===== config.mk =====
export PLATFORM = sky130hd
export DESIGN_NAME = hasty_flow_sequencer
export DESIGN_NICKNAME = d
export VERILOG_FILES = /design/src/rtl/hasty_pkg.sv /design/src/rtl/hasty_phase_timer.sv /design/src/rtl/hasty_flow_sequencer.sv
export SDC_FILE = /design/constraint.sdc
export NUM_CORES = 1
export LEC_CHECK = 0
export CAP_MARGIN = 5
export CORE_ASPECT_RATIO = 1.2
export CORE_UTILIZATION = 40
export CTS_BUF_LIST = sky130_fd_sc_hd__clkbuf_8
export CTS_CLUSTER_DIAMETER = 60
export DETAILED_ROUTE_END_ITERATION = 10
export PLACE_DENSITY = 0.62
export SLEW_MARGIN = 25
export SYNTH_ARGS = -nofsm -noshare
export SYNTH_HDL_FRONTEND = slang
export SYNTH_SLANG_ARGS = --single-unit

===== constraint.sdc =====
create_clock -name clk -period 10.3 [get_ports clk]
set_clock_uncertainty 0.1 [all_clocks]
set_input_delay 2.06 -clock clk [delete_from_list [all_inputs] [get_ports clk]]
set_output_delay 2.06 -clock clk [all_outputs]
set_load 0.005 [all_outputs]

===== src/rtl/hasty_pkg.sv =====
// Shared definitions for the hasty device flow sequencer: state encoding,
// fluidic port bit positions and the fixed valve patterns.
package hasty_pkg;

  typedef enum logic [2:0] {
    ST_IDLE     = 3'd0,
    ST_PRIME    = 3'd1,
    ST_LOAD     = 3'd2,
    ST_INCUBATE = 3'd3,
    ST_WASH     = 3'd4,
    ST_ELUTE    = 3'd5,
    ST_SETTLE   = 3'd6,
    ST_DONE     = 3'd7
  } state_t;

  localparam int P1_IDX = 0;
  localparam int P2_IDX = 1;
  localparam int P3_IDX = 2;
  localparam int P4_IDX = 3;
  localparam int P5_IDX = 4;

  // p1 in, p4 out (forward fill of the splitter tree)
  localparam logic [4:0] VALVES_PRIME = (5'b1 << P1_IDX) | (5'b1 << P4_IDX);
  // p1 in, p5 out
  localparam logic [4:0] VALVES_WASH  = (5'b1 << P1_IDX) | (5'b1 << P5_IDX);
  // p4 in, p1 out; same ports as PRIME, the pump direction differs
  localparam logic [4:0] VALVES_ELUTE = (5'b1 << P1_IDX) | (5'b1 << P4_IDX);

  // Reagent inlet (p2 or p3) plus the p5 outlet
  function automatic logic [4:0] valves_load(input logic sel);
    logic [4:0] v;
    v = 5'b0;
    v[P5_IDX] = 1'b1;
    if (sel) v[P3_IDX] = 1'b1;
    else     v[P2_IDX] = 1'b1;
    return v;
  endfunction

endpackage


===== src/rtl/hasty_phase_timer.sv =====
// Phase duration timer: prescaler plus tick counter. In cycle mode every
// clock counts as a tick, which is how the SETTLE dead time is measured.
module hasty_phase_timer import hasty_pkg::*; #(
  parameter int TICK_W   = 16,
  parameter int PRESCALE = 1000
) (
  input  logic              clk,
  input  logic              rst_n,
  input  logic              i_clear,
  input  logic              i_cycle_mode,
  input  logic [TICK_W-1:0] i_limit,
  output logic              o_expired
);

  localparam int              PS_W    = (PRESCALE > 1) ? $clog2(PRESCALE) : 1;
  localparam logic [PS_W-1:0] PS_LAST = PS_W'(PRESCALE - 1);

  logic [PS_W-1:0]   r_ps;
  logic [TICK_W-1:0] r_tick;
  logic              w_tick_end;
  logic              w_last_tick;

  assign w_tick_end  = i_cycle_mode || (r_ps == PS_LAST);
  assign w_last_tick = (r_tick == (i_limit - TICK_W'(1)));
  // A zero limit expires immediately so the phase lasts a single cycle
  assign o_expired   = (i_limit == '0) || (w_last_tick && w_tick_end);

  // Count up from zero after each clear; hold once expired so nothing wraps
  always_ff @(posedge clk or negedge rst_n) begin
    if (!rst_n) begin
      r_ps   <= '0;
      r_tick <= '0;
    end else if (i_clear) begin
      r_ps   <= '0;
      r_tick <= '0;
    end else if (!o_expired) begin
      if (w_tick_end) begin
        r_ps   <= '0;
        r_tick <= r_tick + TICK_W'(1);
      end else begin
        r_ps   <= r_ps + PS_W'(1);
      end
    end
  end

endmodule


===== src/rtl/hasty_flow_sequencer.sv =====
// Fluidic protocol sequencer for the 8-trap hasty device: prime, load,
// incubate/wash passes and reverse elution, with all-closed settle gaps.
module hasty_flow_sequencer import hasty_pkg::*; #(
  parameter int TICK_W     = 16,
  parameter int PRESCALE   = 1000,
  parameter int SETTLE_CYC = 8,
  parameter int REP_W      = 4
) (
  input  logic              clk,
  input  logic              rst_n,
  input  logic              start,
  input  logic              abort,
  input  logic [TICK_W-1:0] cfg_prime_ticks,
  input  logic [TICK_W-1:0] cfg_load_ticks,
  input  logic [TICK_W-1:0] cfg_incubate_ticks,
  input  logic [TICK_W-1:0] cfg_wash_ticks,
  input  logic [TICK_W-1:0] cfg_elute_ticks,
  input  logic              cfg_reagent_sel,
  input  logic [REP_W-1:0]  cfg_repeats,
  input  logic [7:0]        trap_occupied,
  output logic [4:0]        valve_en,
  output logic              pump_en,
  output logic              pump_rev,
  output logic              busy,
  output logic              done,
  output logic              aborted,
  output logic [2:0]        phase
);

  state_t            r_state, r_ret;
  state_t            w_next, w_ret_next;
  logic [REP_W-1:0]  r_rep;
  logic [7:0]        r_sync1, r_sync2;
  logic [4:0]        r_valve, w_valve;
  logic              r_pump_en, r_pump_rev, w_pump_en, w_pump_rev;
  logic              r_done, r_aborted;
  logic [TICK_W-1:0] r_cfg_prime, r_cfg_load, r_cfg_inc, r_cfg_wash, r_cfg_elute;
  logic              r_cfg_sel;
  logic [REP_W-1:0]  r_cfg_rep;
  logic [TICK_W-1:0] w_limit;
  logic              w_accept, w_expired, w_clear, w_phase_exit;

  assign w_accept     = (r_state == ST_IDLE) && start && !abort;
  assign w_clear      = (w_next != r_state) || (r_state == ST_IDLE);
  assign w_phase_exit = (w_next == ST_SETTLE) && (r_state != ST_SETTLE);

  // Duration source for the current phase
  always_comb begin
    w_limit = '0;
    case (r_state)
      ST_PRIME:    w_limit = r_cfg_prime;
      ST_LOAD:     w_limit = r_cfg_load;
      ST_INCUBATE: w_limit = r_cfg_inc;
      ST_WASH:     w_limit = r_cfg_wash;
      ST_ELUTE:    w_limit = r_cfg_elute;
      ST_SETTLE:   w_limit = TICK_W'(SETTLE_CYC);
      default:     w_limit = '0;
    endcase
  end

  hasty_phase_timer #(
    .TICK_W   (TICK_W),
    .PRESCALE (PRESCALE)
  ) u_timer (
    .clk          (clk),
    .rst_n        (rst_n),
    .i_clear      (w_clear),
    .i_cycle_mode (r_state == ST_SETTLE),
    .i_limit      (w_limit),
    .o_expired    (w_expired)
  );

  // Next state; every active phase exits through SETTLE, which then jumps to r_ret
  always_comb begin
    w_next     = r_state;
    w_ret_next = r_ret;
    if ((r_state != ST_IDLE) && abort) begin
      w_next = ST_IDLE;
    end else begin
      case (r_state)
        ST_IDLE:     if (w_accept) w_next = ST_PRIME;
        ST_PRIME:    if (w_expired) begin w_next = ST_SETTLE; w_ret_next = ST_LOAD; end
        ST_LOAD:     if (w_expired || (r_sync2 == 8'hFF)) begin
                       w_next = ST_SETTLE; w_ret_next = ST_INCUBATE;
                     end
        ST_INCUBATE: if (w_expired) begin w_next = ST_SETTLE; w_ret_next = ST_WASH; end
        ST_WASH:     if (w_expired) begin
                       w_next     = ST_SETTLE;
                       w_ret_next = (r_rep != '0) ? ST_INCUBATE : ST_ELUTE;
                     end
        ST_ELUTE:    if (w_expired) begin w_next = ST_SETTLE; w_ret_next = ST_DONE; end
        ST_SETTLE:   if (w_expired) w_next = r_ret;
        ST_DONE:     w_next = ST_IDLE;
        default:     w_next = ST_IDLE;
      endcase
    end
  end

  // Drive pattern of the state being entered, so outputs are registered
  always_comb begin
    w_valve    = 5'b0;
    w_pump_en  = 1'b0;
    w_pump_rev = 1'b0;
    case (w_next)
      ST_PRIME: begin w_valve = VALVES_PRIME; w_pump_en = 1'b1; end
      ST_LOAD:  begin w_valve = valves_load(r_cfg_sel); w_pump_en = 1'b1; end
      ST_WASH:  begin w_valve = VALVES_WASH; w_pump_en = 1'b1; end
      ST_ELUTE: begin w_valve = VALVES_ELUTE; w_pump_en = 1'b1; w_pump_rev = 1'b1; end
      default:  ;
    endcase
  end

  // State, outputs, repeat counter and sensor synchronizer
  always_ff @(posedge clk or negedge rst_n) begin
    if (!rst_n) begin
      r_state    <= ST_IDLE;
      r_ret      <= ST_IDLE;
      r_rep      <= '0;
      r_sync1    <= '0;
      r_sync2    <= '0;
      r_valve    <= '0;
      r_pump_en  <= 1'b0;
      r_pump_rev <= 1'b0;
      r_done     <= 1'b0;
      r_aborted  <= 1'b0;
    end else begin
      r_state    <= w_next;
      r_ret      <= w_ret_next;
      r_sync1    <= trap_occupied;
      r_sync2    <= r_sync1;
      r_valve    <= w_valve;
      r_pump_en  <= w_pump_en;
      r_pump_rev <= w_pump_rev;
      r_done     <= (r_state == ST_DONE) && !abort;
      r_aborted  <= (r_state != ST_IDLE) && abort;
      if (w_phase_exit && (r_state == ST_LOAD))
        r_rep <= r_cfg_rep;
      else if (w_phase_exit && (r_state == ST_WASH) && (r_rep != '0))
        r_rep <= r_rep - REP_W'(1);
    end
  end

  // Configuration snapshot taken only when a run is accepted
  always_ff @(posedge clk) begin
    if (w_accept) begin
      r_cfg_prime <= cfg_prime_ticks;
      r_cfg_load  <= cfg_load_ticks;
      r_cfg_inc   <= cfg_incubate_ticks;
      r_cfg_wash  <= cfg_wash_ticks;
      r_cfg_elute <= cfg_elute_ticks;
      r_cfg_sel   <= cfg_reagent_sel;
      r_cfg_rep   <= cfg_repeats;
    end
  end

  assign valve_en = r_valve;
  assign pump_en  = r_pump_en;
  assign pump_rev = r_pump_rev;
  assign busy     = (r_state != ST_IDLE);
  assign done     = r_done;
  assign aborted  = r_aborted;
  assign phase    = r_state;

endmodule


**Placement view**

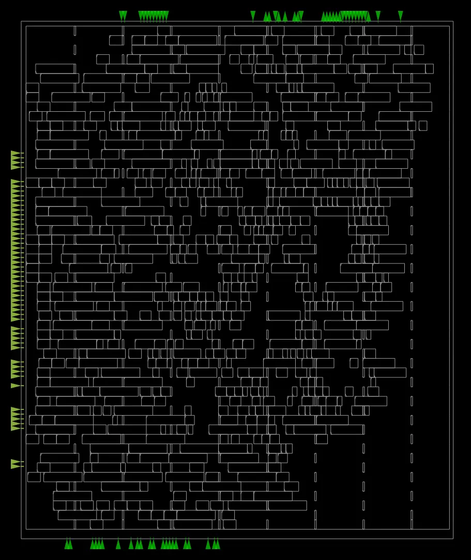
Tapcells: 220
core outline area: 17500 sq um
flop count: 146

**Routed clock nets over the placement**

(4 px per um)
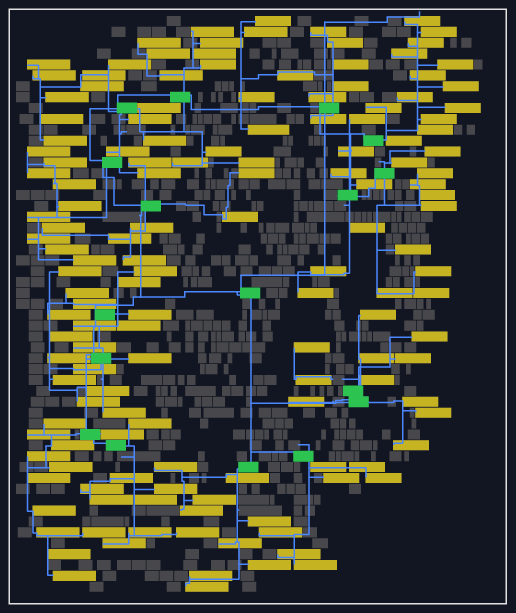
[cells driving clock nets] green | count: 17
[clock wires] blue | length: 1810 um
[flip-flops] yellow | count: 146
flops lie: all over the die

**Signal wires by layer**

(2 px per um) Only two layers are drawn.
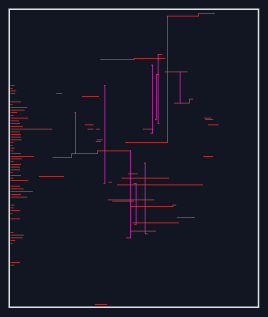
| layer | colour | wire length |
|---|---|---|
| met4 | magenta | 339 um |
| met3 | red | 611 um |

**PDN straps and rails**

(2 px per um) Pins as bars on the die edge.
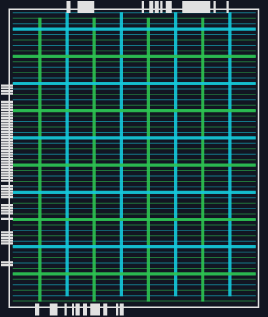
| net | colour |
|---|---|
| VSS | green |
| VDD | cyan |
met4 straps: 8
met1 rails: 54
signal pins: 110
met5 straps: 10
rows: 53
Die Width: 124 um
Die Y: 148 um
Max VDD drop: 0.109 mV

layer usage:
layer  vias to the layer above  wire (um)
met5                         -          0
met2                       123       8150
li1                       2453          -
met3                        22        611
met4                         0        338
met1                      2507       6600
final cells by class:
class	count	area (sq um)	area share
Clock inverter	13	158	0.0179
Timing Repair Buffer	114	1120	0.128
Clock buffer	19	262	0.0297
Multi-Input combinational cell	412	2850	0.324
Inverter	15	56.3	0.00639
Tap cell	220	275	0.0312
Sequential cell	146	4080	0.464
worst paths after layout:
check	startpoint	to	slack, ns	cells past startpoint
setup / recovery	phase[0]	u_timer.r_ps[8]	5.13	13
hold / removal	r_sync1[2]	r_sync2[2]	0.25	0
setup reg to reg	phase[0]	u_timer.r_ps[8]	5.13	13
hold reg to reg	r_sync1[2]	r_sync2[2]	0.25	0
max in group asynchronous	rst_n	phase[2]	7.89	2
min in group asynchronous	rst_n	valve_en[4]	1.66	2
power by group through the flow:
stage | Sequential [mW] | Combinational (mW) | Clock [mW]
after floorplan | 0.757 | 0.719 | 0
after global placement | 0.764 | 0.930 | 0
after detailed placement | 0.767 | 0.937 | 0
after CTS | 0.754 | 0.943 | 0.487
after global routing | 0.764 | 1.04 | 0.509
final | 0.754 | 0.943 | 0.470
cells by family after synthesis:
family	synth area share
muxes	0.0491
xor gates and xnor gates	0.0430
adders and majority gates	0.0140
and+or+nand+nor	0.189
DFF	0.572
AOI/OAI and AO/OA	0.102
buffers and inverters	0.0307
Yosys cell counts, types with 9 or more instances:
library cell | n | share of area
nor2_1 | 51 | 0.027
nand2b_1 | 15 | 0.013
nor4_1 | 13 | 0.011
inv_1 | 15 | 0.0079
and3_1 | 14 | 0.012
buf_2 | 10 | 0.0070
edfxtp_1 | 85 | 0.36
clkbuf_1 | 13 | 0.0068
nor2b_1 | 10 | 0.0088
nand2_1 | 37 | 0.019
xor2_1 | 9 | 0.011
a21oi_1 | 24 | 0.017
o21ai_0 | 20 | 0.014
xnor2_1 | 26 | 0.032
nor3_1 | 12 | 0.0084
mux2i_1 | 14 | 0.020
nand3_1 | 17 | 0.012
dfrtp_1 | 61 | 0.21
nand4_1 | 12 | 0.011
sequential cells by signal, indices dropped and copies added, names as in the netlist, 3 cells and up:
signal	flops
r_cfg_prime	16
r_cfg_inc	16
r_cfg_rep	4
r_cfg_load	16
r_cfg_elute	16
r_cfg_wash	16
r_rep	4
r_ret	3
u_timer.r_tick	16
r_sync1	8
u_timer.r_ps	10
r_sync2	8
valve_en	5
phase	3
==> impl_metrics.csv <==
group,metric,value,unit
routing,first_iter_violations,319,
final_layout,layout_top_cell,"clkdlybuf4s50_1",
final_layout,fin_area,8810,sq um
grt,top_usage_layer,"met2",
sta,finalMaxSlewViolations,0,
power,internal-power,1.36,mW
logic_synthesis,ys_cells,606,
sta,hold_viol_final,0,
logic_synthesis,fp_nets,711,
logic_synthesis,synth_area_per_cell,11.8,sq um
power,switching_share,0.373,
outcome,outcome,"finished, final reports clean",
clocking,ctsHtreeMaxLevel,4,
routing,wl_per_cell,16.7,um
logic_synthesis,yosysChipArea,7130,sq um
die,rows,53,
die,io_pins,110,
setup_path,cp_max_fo,59,
power,pwr-share-seq,0.348,
setup_path,critPathTopFamily,"AND-OR/OR-AND gates",
power,p_comb_frac,0.435,
placement,post_dp_cell_area,8380,sq um
final_layout,lay_top_cells,"clkdlybuf4s50_1 (108), edfxtp_1 (85), dfrtp_1 (59)",
clocking,cts_tree,"yes",
logic_synthesis,synth_warnings,0,
power,net-switching-power,0.809,mW
grt,use_met1,0.230,
setup_path,crit_buf_inv,1,
sta,fin_setup_tns,0,ns
clocking,hold_buffers,0,
clocking,cts_resized,0,
grt,grt_use_total,0.185,
grt,use_met2,0.307,
clocking,clkSinkCount,146,
logic_synthesis,synth_area,7130,sq um
worst_hold_path,hold_class,"reg -> reg",
clocking,insertion_delay,0.45,ns
die,chip_area,18400,sq um
setup_path,crit_required,10.56,ns
final_layout,syn_to_final_growth,23.5,%
placement,hpwl,11200,um
grt,grt_pass1_vias,5157,
sta,final.min_clock_period,5.17,ns
clocking,clk_pin_slew,0.08,ns
grt,grt_pass1_wl,25900,um
final_layout,fillerInstances,1591,
placement,numPortBuffers,109,
setup_path,slowest_stage,"a2111oi_1",
placement,dp.cells,907,
final_layout,drive_gt1_frac,0.0960,
grt,antenna_found_initial,0,
routing,first_pass_iters,5,
routing,postRouteAntennaNets,0,
routing,drt-vias-per-instance,5.44,
setup_path,critPathKind,"reg -> reg",
job,cap_viol_max_count,0,
setup_path,cpPeakStageDelay,0.79,ns
sta,max_clock_freq,0.194,GHz
sta,worst_pin_slew,0.995,ns
logic_synthesis,synthArstFlopShare,0.418,
clocking,post-cts-setup-buffers,0,
setup_path,worstPathCellList,"buf_4 -> and3b_1 -> a22oi_1 -> a2111oi_1 -> o21bai_1 -> a2111oi_0 -> nor4_1 -> nand2b_1 -> o31ai_4 -> nor2b_1 -> o31ai_1 -> o2111ai_4 -> nor3_1",
placement,pre_cts_slack,4.65,ns
placement,gp_congestion,0.901,
setup_path,crit_path_end_kind,"register",
grt,overflow,0,
final_layout,antennaDiodeCount,0,
sta,whs,0.251,ns
power,pwr-share-clk,0.217,
die,initCoreUtil,0.407,
final_layout,nets,811,
power,power,2.17,mW
grt,grt_util_met3,0.0410,
clocking,clockRootBuffer,"clkbuf_8",
setup_path,crit_arrival,5.43,ns
routing,drc,0,
setup_path,setup.worst_path.start_class,"register",
power,p_leak,3.15,nW
power,powerDensity,246,nW/um^2
logic_synthesis,ys_seq_frac,0.572,
final_layout,finish.utilization,0.503,
Power is estimated from default activity; no workload was simulated.
